[src/rtl/uart_rx.sv]
`default_nettype none
// ============================================================================
//  Module   : uart_rx
//  Purpose  : Asynchronous serial receiver with start-bit validation, stop-bit
//             checking and a start-edge phase-aligned oversampling divider.
//  Revision : 1.0  initial release
// ============================================================================
module uart_rx #(
    parameter int CLK_HZ     = 50_000_000,
    parameter int BAUD       = 115200,
    parameter int OVERSAMPLE = 16,
    parameter int DATA_BITS  = 8
) (
    input  logic                 clk,
    input  logic                 rst_n,
    input  logic                 enable,
    input  logic                 rxd,
    output logic [DATA_BITS-1:0] rx_data,
    output logic                 rx_valid,
    output logic                 frame_err,
    output logic                 rx_busy
);

    // Clocks per oversample tick (truncating division)
    localparam int DIV_OS = CLK_HZ / (BAUD * OVERSAMPLE);
    localparam int OS_W   = (DIV_OS > 2) ? $clog2(DIV_OS) : 1;
    localparam int TICK_W = $clog2(OVERSAMPLE);
    localparam int BIT_W  = $clog2(DATA_BITS);

    localparam logic [OS_W-1:0]   OS_LAST   = OS_W'(DIV_OS - 1);
    localparam logic [TICK_W-1:0] TICK_MID  = TICK_W'(OVERSAMPLE / 2 - 1);
    localparam logic [TICK_W-1:0] TICK_LAST = TICK_W'(OVERSAMPLE - 1);
    localparam logic [BIT_W-1:0]  BIT_LAST  = BIT_W'(DATA_BITS - 1);

    // Reject parameter sets the datapath cannot honour
    if (DIV_OS < 2) begin : g_div_check
        $error("uart_rx: CLK_HZ/(BAUD*OVERSAMPLE) must be at least 2");
    end
    if ((OVERSAMPLE < 4) || (OVERSAMPLE % 2 != 0)) begin : g_os_check
        $error("uart_rx: OVERSAMPLE must be even and at least 4");
    end
    if ((DATA_BITS < 5) || (DATA_BITS > 9)) begin : g_bits_check
        $error("uart_rx: DATA_BITS must be within 5..9");
    end

    typedef enum logic [2:0] {
        S_IDLE      = 3'd0,
        S_START     = 3'd1,
        S_DATA      = 3'd2,
        S_STOP      = 3'd3,
        S_WAIT_IDLE = 3'd4
    } state_t;

    state_t                r_state;
    logic                  r_sync1;
    logic                  r_sync2;
    logic [OS_W-1:0]       r_os_cnt;
    logic [TICK_W-1:0]     r_tick_cnt;
    logic [BIT_W-1:0]      r_bit_cnt;
    logic [DATA_BITS-1:0]  r_shift;
    logic                  w_rxd_s;
    logic                  w_os_tick;

    assign w_rxd_s   = r_sync2;
    assign w_os_tick = (r_state != S_IDLE) && (r_os_cnt == OS_LAST);
    assign rx_busy   = (r_state != S_IDLE);

    // Two-flop synchroniser on the raw line; resets to the idle (high) level
    always_ff @(posedge clk or negedge rst_n) begin
        if (!rst_n) begin
            r_sync1 <= 1'b1;
            r_sync2 <= 1'b1;
        end else begin
            r_sync1 <= rxd;
            r_sync2 <= r_sync1;
        end
    end

    // Oversample divider; parked at zero in IDLE so the start edge sets its phase
    always_ff @(posedge clk or negedge rst_n) begin
        if (!rst_n) begin
            r_os_cnt <= '0;
        end else if (!enable || (r_state == S_IDLE) || (r_os_cnt == OS_LAST)) begin
            r_os_cnt <= '0;
        end else begin
            r_os_cnt <= r_os_cnt + OS_W'(1);
        end
    end

    // Frame state machine with registered strobes and data
    always_ff @(posedge clk or negedge rst_n) begin
        if (!rst_n) begin
            r_state    <= S_IDLE;
            r_tick_cnt <= '0;
            r_bit_cnt  <= '0;
            r_shift    <= '0;
            rx_data    <= '0;
            rx_valid   <= 1'b0;
            frame_err  <= 1'b0;
        end else begin
            rx_valid  <= 1'b0;
            frame_err <= 1'b0;
            if (!enable) begin
                r_state    <= S_IDLE;
                r_tick_cnt <= '0;
                r_bit_cnt  <= '0;
            end else begin
                case (r_state)
                    S_IDLE: begin
                        if (!w_rxd_s) begin
                            r_state    <= S_START;
                            r_tick_cnt <= '0;
                            r_bit_cnt  <= '0;
                        end
                    end
                    S_START: begin
                        if (w_os_tick) begin
                            if (r_tick_cnt == TICK_MID) begin
                                // Mid start bit: a high line here was a glitch
                                r_tick_cnt <= '0;
                                r_state    <= w_rxd_s ? S_IDLE : S_DATA;
                            end else begin
                                r_tick_cnt <= r_tick_cnt + TICK_W'(1);
                            end
                        end
                    end
                    S_DATA: begin
                        if (w_os_tick) begin
                            if (r_tick_cnt == TICK_LAST) begin
                                r_tick_cnt <= '0;
                                r_shift    <= {w_rxd_s, r_shift[DATA_BITS-1:1]};
                                if (r_bit_cnt == BIT_LAST) begin
                                    r_bit_cnt <= '0;
                                    r_state   <= S_STOP;
                                end else begin
                                    r_bit_cnt <= r_bit_cnt + BIT_W'(1);
                                end
                            end else begin
                                r_tick_cnt <= r_tick_cnt + TICK_W'(1);
                            end
                        end
                    end
                    S_STOP: begin
                        if (w_os_tick) begin
                            if (r_tick_cnt == TICK_LAST) begin
                                // Leaving at mid-stop lets a new start edge follow directly
                                r_tick_cnt <= '0;
                                if (w_rxd_s) begin
                                    rx_data  <= r_shift;
                                    rx_valid <= 1'b1;
                                    r_state  <= S_IDLE;
                                end else begin
                                    frame_err <= 1'b1;
                                    r_state   <= S_WAIT_IDLE;
                                end
                            end else begin
                                r_tick_cnt <= r_tick_cnt + TICK_W'(1);
                            end
                        end
                    end
                    S_WAIT_IDLE: begin
                        // Line held low (break): wait for it to go idle again
                        if (w_rxd_s) begin
                            r_state <= S_IDLE;
                        end
                    end
                    default: begin
                        r_state <= S_IDLE;
                    end
                endcase
            end
        end
    end

endmodule
`default_nettype wire

[config.mk]
export PLATFORM = sky130hd
export DESIGN_NAME = uart_rx
export DESIGN_NICKNAME = d
export VERILOG_FILES = /design/src/rtl/uart_rx.sv
export SDC_FILE = /design/constraint.sdc
export NUM_CORES = 1
export LEC_CHECK = 0
export CORE_ASPECT_RATIO = 1.5
export CORE_MARGIN = 2
export CORE_UTILIZATION = 55
export CTS_CLUSTER_DIAMETER = 150
export DETAILED_ROUTE_END_ITERATION = 12
export DONT_BUFFER_PORTS = 1
export GPL_TIMING_DRIVEN = 1
export PLACE_DENSITY = 0.73
export REMOVE_ABC_BUFFERS = 1
export SETUP_SLACK_MARGIN = 0.15
export SLEW_MARGIN = 20
export SYNTH_ARGS = -nofsm -noshare
export SYNTH_HDL_FRONTEND = slang
export SYNTH_SLANG_ARGS = --single-unit
[constraint.sdc]
create_clock -name clk -period 1.81 [get_ports clk]
set_clock_uncertainty 0.1 [all_clocks]
set_input_delay 0.362 -clock clk [delete_from_list [all_inputs] [get_ports clk]]
set_output_delay 0.362 -clock clk [all_outputs]
set_load 0.1 [all_outputs]
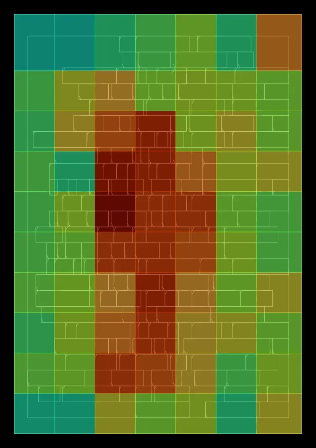
Figure 1: run 1, congestion heat map.
met1 GRT Util: 24.6%
layer with the highest usage: met2
fin util: 74.3%
overall global routing resource usage: 22.4%

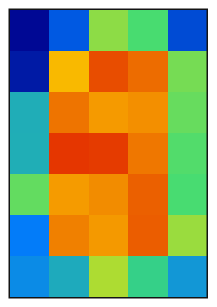
Figure 2: run 1, placement density heat map.
(4 px per µm) 5 x 7 tiles, from dark blue (low) to red (high), 0 to 100% covered.
The emptiest ninth of the die: north-west. 43% of the tiles are over 75% full. The mean over all tiles is 60%. The densest ninth of the die: centre. The fullest tile reaches 94%.

==> summary.txt, run 1 <==
Figures from the implementation reports.

- The mean instance size in the synthesized netlist reads 12.5 µm².
- The sequential fraction of the synthesis area is 52.2%.
- The kind of critical path is flip-flop to output pin.
- The share of layout cells above drive strength 1 reads 48.2%.
- The post-synth design cell area reads 1680 µm².
- The category of the worst setup path capture point reads an output pin.
- The core outline area is 2910 µm².
- The number of buffers created by CTS is 5.
- The cell total after placement is 186.
- The die width reads 49.1 µm.
- The pin slew with the least headroom to its limit is between 400 and 500 ps.
- The count of final setup violators is 9.
- During placement, the flow inserted port buffers numbering 0.
- The chip area line of the yosys report reads about 1700 µm².
- The longest individual stage delay on the worst path is 410 ps.
- The count of endpoints failing hold in the final timing report is 0.
- Setup total negative slack on the finished layout was measured at -110 ps.
- The flow ran to the end, but the final reports show violations.
- The flow reported a cell area power density of 690 nW/µm².
- The reported max-cap violation count reads 0.
- The worst hold slack after final layout reads 139 ps.
- The HPWL after detailed placement is 2310 µm.
- The wire length of the first global-routing pass reads 5910 µm.
- The count of antenna-violating nets left after detailed routing reads 0.
- The family with the most delay on the worst path is flip-flops.
- The number of placement rows is 24.
- The overall power of the completed layout reads 1.49 mW.
- The weighted congestion at the end of routability-driven global placement reads 0.850.
- The pre-CTS setup slack reads -0.0975 ps.
- The checks that failed: setup timing.
- The register bit count reported by yosys is 35.
- The via count of the first global-routing pass was between 1000 and 1500.
- The worst setup path is launched from a flip-flop.
- The distinct cell type count after synthesis is 48.
- The worst slew margin relative to its limit is between 60% and 70%.
- Listed in order, past its start point the critical path passes buf_6 -> or3_4 -> buf_12.
- The post-route fraction of the period consumed by the critical path is 104%.
- The library cell contributing the largest single delay on the critical path is sky130_fd_sc_hd__dfrtp_1.
- The data arrival time of the critical path is 1410 ps.
- The routed design shows a wire length per standard cell of 17.1 µm.
- Setup repair after global routing could not meet its margin everywhere.
- The die height reads 71.7 µm.
- The iteration count of the initial detailed-routing pass is 4.
- The vias after detailed routing is 1206.
- The overflow left after global routing is 0.
- The H-tree was split into 2 levels.
- The detailed-route DRC error count reads 0.
- The buffer type at the clock tree root reads sky130_fd_sc_hd__clkbuf_8.
- The initial antenna violation count came to 0.
- The post-synthesis cell type with the largest instance count reads sky130_fd_sc_hd__dfrtp_1.
- The peak fanout along the critical path reads 3.
- The clock latency of the later-clocked register in the worst-skew pair reads 290 ps.
- The count of buffering cells on the critical path with inverters included reads 2.
- Looking at the clock tree report, the maximum root-to-sink buffer count equals 2.
- The fraction of registers with async set/reset is 100%.
- The area growth from synthesis to layout is 28.6%.
- The worst min-delay path class is input port to flip-flop.
- With fillers left out, the area of the finished cells amounts to about 2200 µm².
- The cell total in the yosys stat output is approximately 140.
- In this run the count of I/O pins placed on the die edge is 15.
- The area of the die is 3520 µm².
- The registers of the reported paths see a clock transition of 70 ps.
- The number of nets in the final layout is 175.
- Detailed-route iteration 0 reported a violation count of between 40 and 50.
- The total number of yosys warnings reads 0.
- The highest achievable clock rate reads 533 MHz.
- Entering global routing, the biggest net connects 36 pins.
- The number of max-slew violations in the final report reads 0.
- The area share of the largest cell type after synthesis reads 49.1%.
- Synthesis handed over a netlist of around 140 instances.
- The via density per instance is 5.88.
- The total routed wirelength reads 3500 µm.
- The synthesis report names the predominant flop master as sky130_fd_sc_hd__dfrtp_1.
- The worst path setup slack after routing reads -65.9 ps.
- The number of enable flip-flop cells is 0.
- The placed instances occupy a cell area of 1850 µm².
- The clock tree from TritonCTS reads built.
- The starting density of the core is 57.7%.
- The minimum clock period reads about 1900 ps.
- By area the synthesized netlist is led by sky130_fd_sc_hd__dfrtp_1, sky130_fd_sc_hd__mux2_4, sky130_fd_sc_hd__mux2_1, sky130_fd_sc_hd__ha_1, sky130_fd_sc_hd__dfstp_2.
- The leakage component of the power is about 1.0 nW.
- The antenna diode count is 0.
- The analysis reports a worst IR drop on VDD of 0.000589 V.
- According to the timing report, the data required time at the worst endpoint equals 1350 ps.
- For this run, the number of standard cells in the final layout without fillers is just over 200.
- The count of warning messages emitted by the tools is 28.
- The number of sinks on the clock net reads 35.
- Looking at area per cell type in the netlist, the leader is sky130_fd_sc_hd__dfrtp_1.
- Ranked by instance count, the synthesized netlist is headed by sky130_fd_sc_hd__dfrtp_1, sky130_fd_sc_hd__mux2_1, sky130_fd_sc_hd__mux2_4, sky130_fd_sc_hd__nor2_1, sky130_fd_sc_hd__nand3_1.
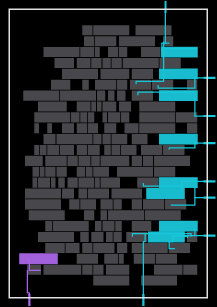
Figure 3: run 1, nets reached from selected ports.
(4 px per µm)
Cyan is rx_data, bits 8, direction output, end cells 8, buffers 2, wire 165 µm. Purple is rxd, bits 1, direction input, end cells 1, buffers 1, wire 12.7 µm.

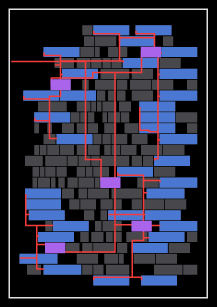
Figure 4: run 1, clock wires, drivers and flops.
(4 px per µm)
Blue is flip-flops, count 35. Red is clock wires, length 395 µm. Purple is clock drivers, count 5.
Position of the flops: spread over the die. There are 6 routed clock nets.

==> run 1: sequential cells by signal, summed over array words and instances, names as in the netlist <==
signal and flops:
r_sync2 1, frame_err 1, rx_valid 1, r_tick_cnt 4, r_os_cnt 5, r_sync1 1
r_state 3, rx_data 8, r_bit_cnt 3, r_shift 8
==> run 1: area by class of cell <==
cell class | instances | area [µm²]
multi-input cells | 92 | 862
flip-flops and latches | 35 | 886
repair buffers | 29 | 268
well taps | 39 | 48.8
clock buffers | 6 | 82.6
inverters | 3 | 11.3
clock inverters | 1 | 5.00
fillers | 188 | 749
==> run 1: power breakdown <==
| part | switching (mW) | internal, mW | total [mW] |
|---|---|---|---|
| clock | 0.258 | 0.298 | 0.555 |
| combinational | 0.0782 | 0.0613 | 0.140 |
| sequential | 0.00701 | 0.791 | 0.798 |
| total | 0.343 | 1.15 | 1.49 |
==> run 1: cell families after synthesis <==
logic type / after synthesis / share of synthesized area (%)
xor+xnor: 3 / 1.56
compound gates: 18 / 8.26
simple gates: 47 / 17.5
mux: 19 / 14.4
fa+ha+maj: 5 / 3.72
flops: 35 / 52.2
buf+inv: 8 / 2.38
==> run 1: per-layer routing <==
metal | vias up | share of wire (%) | GRT usage, %
met5 | - | 0 | 0
met4 | 0 | 2.8 | 11.4
met3 | 10 | 4.9 | 6.88
met1 | 599 | 41 | 24.6
met2 | 41 | 52 | 38.7
li1 | 556 | - | -
==> run 1: timing repair <==
item	4_1_cts	5_1_grt
endpoints found under the hold margin	36	0
pin swaps	7	6
buffers inserted	7	2
setup endpoints to repair	28	27
resized	26	9
hold buffers	3	0
==> run 1: path summary, 6_finish.rpt <==
| check | from | endpoint | slack [ps] | depth (start not counted) |
|---|---|---|---|---|
| max | r_state[1] | rx_busy | -70 | 3 |
| min | enable | r_bit_cnt[2] | 140 | 1 |
| max reg2reg | r_state[1] | r_tick_cnt[1] | -30 | 5 |
| min reg2reg | r_sync1 | r_sync2 | 260 | 0 |
| max in group asynchronous | rst_n | r_sync2 | 940 | 2 |
| min in group asynchronous | rst_n | r_shift[6] | 420 | 2 |
==> run 1: cell usage in the layout, fill, tap and decap left out, types with 3 or more instances in the layout <==
cell,instances
sky130_fd_sc_hd__dfrtp_1,27
sky130_fd_sc_hd__buf_4,22
sky130_fd_sc_hd__mux2_4,17
sky130_fd_sc_hd__nor2_1,8
sky130_fd_sc_hd__nand3_1,7
sky130_fd_sc_hd__clkbuf_8,6
sky130_fd_sc_hd__dfrtp_2,6
sky130_fd_sc_hd__ha_2,4
sky130_fd_sc_hd__inv_1,3
sky130_fd_sc_hd__nor2b_1,3
sky130_fd_sc_hd__a32o_1,3
sky130_fd_sc_hd__buf_12,3
## Run 2: what changed since run 1
- CAP_MARGIN: not set -> 20
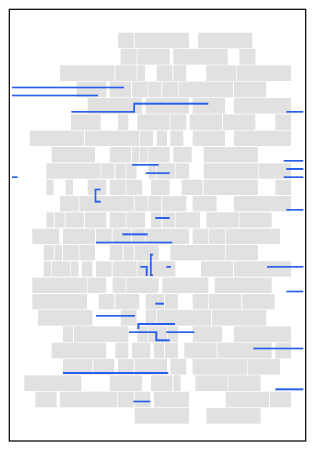
Figure 5: run 2, signal wires on met3.
(6 px per µm) Cells faint in the background.
The layer carries 173 µm of wire. The longest straight run is 18.4 µm. The layer holds 5.0% of the routed length. 22 nets have wire on it. The wires run mostly horizontal.

==> run 2 against run 1 <==
Against the previous run: the run still ends with setup timing left; sequential share of layout area unchanged; clock-buffer cell count is the same; synthesized area stayed put; total power unchanged; sequential power about the same; largest power group unchanged; fmax did not move; critical path depth unchanged; worst setup slack did not move; via count unchanged; non-clock buffer count unchanged; critical endpoint unchanged; clock power barely moved.
==> summary.txt, run 2 <==
Figures from the implementation reports.

- The flow ran to the end, but the final reports show violations.
- The final reports fail on setup timing.
- The die height is 71.7 µm (unchanged).
- The post-synthesis cell type with the largest instance count reads sky130_fd_sc_hd__dfrtp_1.
- The count of final setup violators is 9 (unchanged).
- The area growth from synthesis to layout reads 28.6% (unchanged).
- The launch point of the worst register-to-register path is recorded as r_state[1].
- The initial antenna violation count reads 0 (unchanged).
- The hold-critical path depth reads 1 (unchanged).
- The core outline area reads 2910 µm² (unchanged).
- The vias after detailed routing reads 1206 (unchanged).
- The share of layout cells above drive strength 1 is 48.2% (unchanged).
- The setup slack of the most critical reg-to-reg path reads -30 ps (about the same).
- The buffer depth of the longest clock path is 2 (unchanged).
- The number of sinks on the clock net is 35 (unchanged).
- The cell total in the yosys stat output reads 135 (unchanged).
- The worst path setup slack after routing is -65.9 ps (unchanged).
- The library cell occupying the most area in the post-synthesis netlist reads sky130_fd_sc_hd__dfrtp_1.
- The placed wire-length estimate reads 2310 µm (unchanged).
- The number of port buffers reads 0 (unchanged).
- The register bit count reported by yosys reads 35 (unchanged).
- The global-route total usage across every layer is 22.4% (unchanged).
- The die width reads 49.1 µm (unchanged).
- The count of pins on the block boundary was 15 (unchanged).
- The chip area line of the yosys report was 1680 µm² (unchanged).
- The count of endpoints failing hold in the final timing report is 0 (unchanged).
- The detailed-route DRC error count reads 0 (unchanged).
- The peak fanout along the critical path reads 3 (unchanged).
- The weighted congestion at the end of routability-driven global placement is 0.850 (unchanged).
- The synthesis report lists the most area-consuming cells as sky130_fd_sc_hd__dfrtp_1, sky130_fd_sc_hd__mux2_4, sky130_fd_sc_hd__mux2_1, sky130_fd_sc_hd__ha_1, sky130_fd_sc_hd__dfstp_2.
- The leakage component of the power came to 1.04 nW (unchanged).
- The post-route fraction of the period consumed by the critical path is 104% (unchanged).
- The distinct cell type count after synthesis came to 48 (unchanged).
- The reported max-cap violation count is 0 (unchanged).
- The number of buffers created by CTS reads 5 (unchanged).
- The final routed wire length divided by cell count is 17.1 µm (unchanged).
- The terminus of the critical flop-to-flop path is r_tick_cnt[1].
- By count the netlist is led by sky130_fd_sc_hd__dfrtp_1, sky130_fd_sc_hd__mux2_1, sky130_fd_sc_hd__mux2_4, sky130_fd_sc_hd__nor2_1, sky130_fd_sc_hd__nand3_1.
- The kind of critical path is flip-flop to output pin.
- The number of levels the H-tree was split into was 2 (unchanged).
- The post-synth design cell area is 1680 µm² (unchanged).
- The area after detailed placement reads 1850 µm² (unchanged).
- The pre-CTS setup slack reads -0.0975 ps (unchanged).
- The launch point of the worst hold path reads enable.
- The starting density of the core came to 57.7% (unchanged).
- The depth of the worst register-to-register path reads 5 (unchanged).
- The largest registers in the layout are r_shift: 8 flops, rx_data: 8 flops, r_os_cnt: 5 flops.
- The first-iteration detailed-routing DRC count was 47 (unchanged).
- The share of the core filled with cells in the final layout is 74.3% (unchanged).
- The antenna diode count reads 0 (unchanged).
- The count of fill cells added during filler insertion reads 188 (unchanged).
- The count of warning messages emitted by the tools reads 28 (unchanged).
- The count of antenna-violating nets left after detailed routing reads 0 (unchanged).
- The sum of negative setup slack is -110 ps (unchanged).
- The most frequently placed logic cell in the final layout reads sky130_fd_sc_hd__dfrtp_1.
- The buffer type at the clock tree root is sky130_fd_sc_hd__clkbuf_8.
- The highest achievable clock rate is 533 MHz (unchanged).
- The number of cells produced by synthesis was 135 (unchanged).
- The endpoint of the worst hold-timing path reads r_bit_cnt[2].
- The clock tree from TritonCTS reads built.
- The worst min-delay path class is input port to flip-flop.
- The data arrival time of the critical path is 1410 ps (about the same).
-- run 2: cell families after synthesis --
logic type / after synthesis / synth area share, %
XOR/XNOR: 3 / 1.56
adder cells (fa/ha/maj): 5 / 3.72
AND/OR/NAND/NOR: 47 / 17.5
AND-OR/OR-AND: 18 / 8.26
flip-flops: 35 / 52.2
buffers and inverters: 8 / 2.38
multiplexers: 19 / 14.4
-- run 2: per-layer routing --
layer  global-route usage (%)  routed length, µm
met1                     24.6               1420
met4                     11.4                 97
met5                        0                  0
met2                     38.7               1810
met3                     6.88                173
-- run 2: critical path, stage by stage, from the launching register on --
cell and delay (ps):
sky130_fd_sc_hd__dfrtp_1 410, sky130_fd_sc_hd__buf_6 130, sky130_fd_sc_hd__or3_4 410, sky130_fd_sc_hd__buf_12 180
-- run 2: metrics by stage --
stage / instances / hold WS (ps)
finish: 205 / 139
global route: 205 / 135
CTS: 203 / 136
detailed placement: 186 / -32.8
global placement: 186 / -32.9
floorplan: 130 / -33.6
-- run 2: report_power, final --
part           internal (mW)  switching (mW)  total (mW)
Combinational         0.0613          0.0782       0.140
Sequential             0.791         0.00701       0.798
Clock                  0.298           0.258       0.555
Total                   1.15           0.343        1.49
-- run 2: final cells by class --
type | count | area, µm² | share of cell area [%]
Multi-Input combinational cell | 92 | 862 | 39.8
Sequential cell | 35 | 886 | 40.9
Clock inverter | 1 | 5.00 | 0.231
Tap cell | 39 | 48.8 | 2.26
Clock buffer | 6 | 82.6 | 3.82
Timing Repair Buffer | 29 | 268 | 12.4
Inverter | 3 | 11.3 | 0.521
-- run 2: what timing repair did --
item | CTS | global route
hold endpoints to repair | 36 | 0
setup endpoints to repair | 28 | 27
setup buffers | 7 | 2
hold buffers | 3 | 0
pin swaps | 7 | 6
resized | 26 | 9
-- run 2: how the worst max path moves through the flow --
stage / startpoint / to / slack, ps / cells past startpoint
floorplan: r_state[1] / r_os_cnt[2] / -140 / 3
global placement: r_tick_cnt[1] / rx_data[1] / 40 / 5
detailed placement: r_os_cnt[0] / rx_data[0] / -0.1 / 6
CTS: r_state[0] / rx_busy / -80 / 3
global route: r_state[0] / rx_busy / -90 / 3
finish: r_state[1] / rx_busy / -70 / 3
No activity file was given, so power comes from the tool's default toggle rates.
